congestion.png
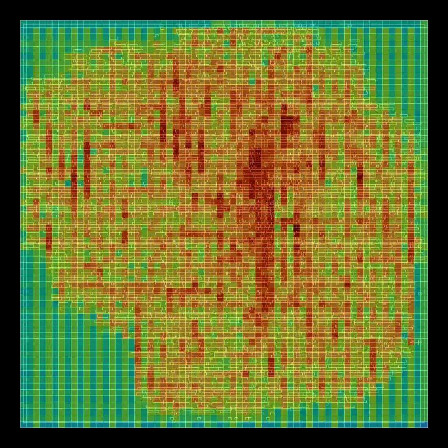
flops_by_reg.png
Scale bar: 100 um.
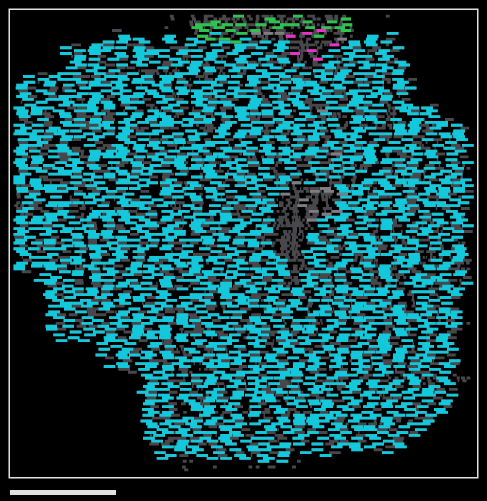
layer_met3.png
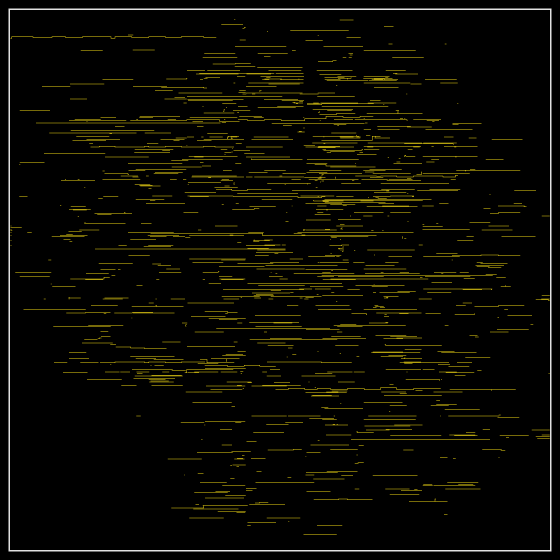
layer_met2.png
Scale bar: 100 um.
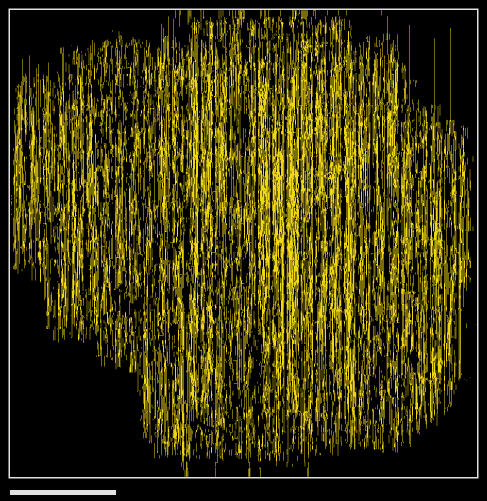
--- src/rtl/bicubic_out_pkg.sv ---
// Shared types for the Bicubic AXI4-Stream output buffer.
// A FIFO entry carries one re-aligned two-pixel word plus its frame/line markers.
package bicubic_out_pkg;

    localparam int PIXEL_WORD_W = 32;

    typedef struct packed {
        logic                    last;
        logic                    user;
        logic [PIXEL_WORD_W-1:0] data;
    } out_word_t;

endpackage

--- src/rtl/bicubic_out_fifo.sv ---
// First-word-fall-through FIFO for the output buffer.
// The head entry is always visible on dout; dout reads as zero while empty.
module bicubic_out_fifo
    import bicubic_out_pkg::*;
#(
    parameter int DEPTH = 64
) (
    input  logic                   clk,
    input  logic                   aresetn,
    input  logic                   sclr,
    input  logic                   push,
    input  logic                   pop,
    input  out_word_t              din,
    output out_word_t              dout,
    output logic                   empty,
    output logic                   full,
    output logic [$clog2(DEPTH):0] count
);

    localparam int AW = $clog2(DEPTH);
    localparam logic [AW:0] PTR_ONE = (AW+1)'(1);

    out_word_t   mem_r [DEPTH];
    logic [AW:0] wr_ptr_r;
    logic [AW:0] rd_ptr_r;
    logic [AW:0] count_r;
    logic        wr_en_s;
    logic        rd_en_s;

    // Extra pointer bit separates the full and empty cases when the indices match.
    assign empty   = (wr_ptr_r == rd_ptr_r);
    assign full    = (wr_ptr_r[AW] != rd_ptr_r[AW]) && (wr_ptr_r[AW-1:0] == rd_ptr_r[AW-1:0]);
    assign wr_en_s = push && !full && !sclr;
    assign rd_en_s = pop && !empty && !sclr;
    assign dout    = empty ? out_word_t'('0) : mem_r[rd_ptr_r[AW-1:0]];
    assign count   = count_r;

    // Storage array write port.
    always_ff @(posedge clk) begin
        if (wr_en_s) begin
            mem_r[wr_ptr_r[AW-1:0]] <= din;
        end
    end

    // Pointer and occupancy tracking.
    always_ff @(posedge clk or negedge aresetn) begin
        if (!aresetn) begin
            wr_ptr_r <= '0;
            rd_ptr_r <= '0;
            count_r  <= '0;
        end else if (sclr) begin
            wr_ptr_r <= '0;
            rd_ptr_r <= '0;
            count_r  <= '0;
        end else begin
            if (wr_en_s) begin
                wr_ptr_r <= wr_ptr_r + PTR_ONE;
            end
            if (rd_en_s) begin
                rd_ptr_r <= rd_ptr_r + PTR_ONE;
            end
            case ({wr_en_s, rd_en_s})
                2'b10:   count_r <= count_r + PTR_ONE;
                2'b01:   count_r <= count_r - PTR_ONE;
                default: count_r <= count_r;
            endcase
        end
    end

endmodule

--- src/rtl/bicubic_axis_out_buffer.sv ---
// AXI4-Stream video master behind the Bicubic re-align stage: a one-word lookahead
// stage resolves late EOL markers, a FIFO absorbs back-pressure, and pipe_clken stalls upstream.
module bicubic_axis_out_buffer
    import bicubic_out_pkg::*;
#(
    parameter int DEPTH = 64,
    parameter int SLACK = 8
) (
    input  logic                    clk,
    input  logic                    aresetn,
    input  logic                    sclr,
    input  logic [PIXEL_WORD_W-1:0] pixel_in,
    input  logic                    pixel_valid_in,
    input  logic                    pixel_start_of_frame_in,
    input  logic                    pixel_end_of_line_in,
    output logic                    pipe_clken,
    output logic [PIXEL_WORD_W-1:0] m_axis_tdata,
    output logic                    m_axis_tvalid,
    input  logic                    m_axis_tready,
    output logic                    m_axis_tuser,
    output logic                    m_axis_tlast,
    output logic                    overflow
);

    localparam int AW = $clog2(DEPTH);
    localparam logic [AW:0] CNT_LIMIT = (AW+1)'(DEPTH - SLACK);

    logic [PIXEL_WORD_W-1:0] stg_data_r;
    logic                    stg_sof_r;
    logic                    stg_last_r;
    logic                    stg_full_r;
    logic                    overflow_r;

    logic                    push_s;
    logic                    load_s;
    logic                    clear_s;
    out_word_t               push_word_s;
    out_word_t               head_s;
    logic                    fifo_empty_s;
    logic                    fifo_full_s;
    logic [AW:0]             fifo_count_s;

    // Upstream keeps running only while enough free slots remain for words in flight.
    assign pipe_clken    = (fifo_count_s <= CNT_LIMIT);
    assign m_axis_tvalid = !fifo_empty_s;
    assign m_axis_tdata  = head_s.data;
    assign m_axis_tuser  = head_s.user;
    assign m_axis_tlast  = head_s.last;
    assign overflow      = overflow_r;

    // Lookahead decision: the staged word is released once the next event tells us its last flag.
    always_comb begin
        push_s      = 1'b0;
        load_s      = 1'b0;
        clear_s     = 1'b0;
        push_word_s = '{last: stg_last_r, user: stg_sof_r, data: stg_data_r};
        if (pipe_clken) begin
            case ({pixel_valid_in, pixel_end_of_line_in})
                2'b10, 2'b11: begin
                    push_s = stg_full_r;
                    load_s = 1'b1;
                end
                2'b01: begin
                    push_s           = stg_full_r;
                    clear_s          = stg_full_r;
                    push_word_s.last = 1'b1;
                end
                default: begin
                    push_s  = stg_full_r && stg_last_r;
                    clear_s = stg_full_r && stg_last_r;
                end
            endcase
        end else begin
            push_s = 1'b0;
        end
    end

    // Lookahead stage register.
    always_ff @(posedge clk or negedge aresetn) begin
        if (!aresetn) begin
            stg_data_r <= '0;
            stg_sof_r  <= 1'b0;
            stg_last_r <= 1'b0;
            stg_full_r <= 1'b0;
        end else if (sclr) begin
            stg_data_r <= '0;
            stg_sof_r  <= 1'b0;
            stg_last_r <= 1'b0;
            stg_full_r <= 1'b0;
        end else if (load_s) begin
            stg_data_r <= pixel_in;
            stg_sof_r  <= pixel_start_of_frame_in;
            stg_last_r <= pixel_end_of_line_in;
            stg_full_r <= 1'b1;
        end else if (clear_s) begin
            stg_full_r <= 1'b0;
        end
    end

    // Sticky record of any word dropped against a full FIFO.
    always_ff @(posedge clk or negedge aresetn) begin
        if (!aresetn) begin
            overflow_r <= 1'b0;
        end else if (sclr) begin
            overflow_r <= 1'b0;
        end else if (push_s && fifo_full_s) begin
            overflow_r <= 1'b1;
        end
    end

    bicubic_out_fifo #(
        .DEPTH (DEPTH)
    ) u_fifo (
        .clk     (clk),
        .aresetn (aresetn),
        .sclr    (sclr),
        .push    (push_s),
        .pop     (m_axis_tvalid && m_axis_tready),
        .din     (push_word_s),
        .dout    (head_s),
        .empty   (fifo_empty_s),
        .full    (fifo_full_s),
        .count   (fifo_count_s)
    );

endmodule

--- config.mk ---
export PLATFORM = sky130hd
export DESIGN_NAME = bicubic_axis_out_buffer
export DESIGN_NICKNAME = d
export VERILOG_FILES = /design/src/rtl/bicubic_out_pkg.sv /design/src/rtl/bicubic_out_fifo.sv /design/src/rtl/bicubic_axis_out_buffer.sv
export SDC_FILE = /design/constraint.sdc
export NUM_CORES = 2
export LEC_CHECK = 0
export CAP_MARGIN = 20
export CORE_MARGIN = 3
export CORE_UTILIZATION = 45
export DETAILED_ROUTE_END_ITERATION = 12
export PLACE_DENSITY = 0.59
export SLEW_MARGIN = 25
export SYNTH_ARGS = -nofsm -noshare
export SYNTH_HDL_FRONTEND = slang
export SYNTH_SLANG_ARGS = --single-unit
--- constraint.sdc ---
create_clock -name clk -period 12 [get_ports clk]
set_input_delay 2.4 -clock clk [delete_from_list [all_inputs] [get_ports clk]]
set_output_delay 2.4 -clock clk [all_outputs]
set_load 0.02 [all_outputs]
==> results.txt <==
Worst Path Buf+Inv = 3
Top-area cell type share of the netlist area = 0.762
Met3 global-route usage = 0.0370
Status = finished clean
Port Buf Inserts = 75
Ant diodes = 0
Max FFs per register = 2176
WP depth = 7
Die Ht = 442 um
Cell with the most instances after synthesis = edfxtp_1
Share of layout cells above drive strength 1 = 0.279
Dominant logic cell type in the layout = edfxtp_1
HP Class = register to register
R2r setup slk = 6.76 ns
Xor/xnor share = 0.00216
Initial antenna violation count = 4
Final Total Pwr = 18.2 mW
Finished Layout Cells = 6658
Clk Latency, worst-skew pair = 0.85 ns
Post-Syn Area = 85700 um2
CTS tree = built
Max rail drop VDD = 0.142 mV
Post-CTS Resized = 0
Drt total wl = 231000 um
Notes on congestion.png above:
grt met2 use: 0.378
GRT Overall Usage: 0.235
met1 Track Usage GR: 0.337

Notes on flops_by_reg.png above:
Key: green = stg_data_r [sequential cells 32, where north]; magenta = u_fifo.count [sequential cells 7]; cyan = u_fifo.mem_r [sequential cells 2176, where widely spread]
Another 18 sequential cells are not colored.

Notes on layer_met3.png above:
The wires run mostly horizontal. The layer holds 7.5% of the routed length. 341 nets have wire on it. The longest straight run is 156 um. The layer carries 17300 um of wire.

Notes on layer_met2.png above:
The layer carries 112 mm of wire. The longest straight run is 155 um. The wires run mostly vertical. The layer holds 49% of the routed length.

Power figures rest on the tool's default switching activity, not on a simulated workload.
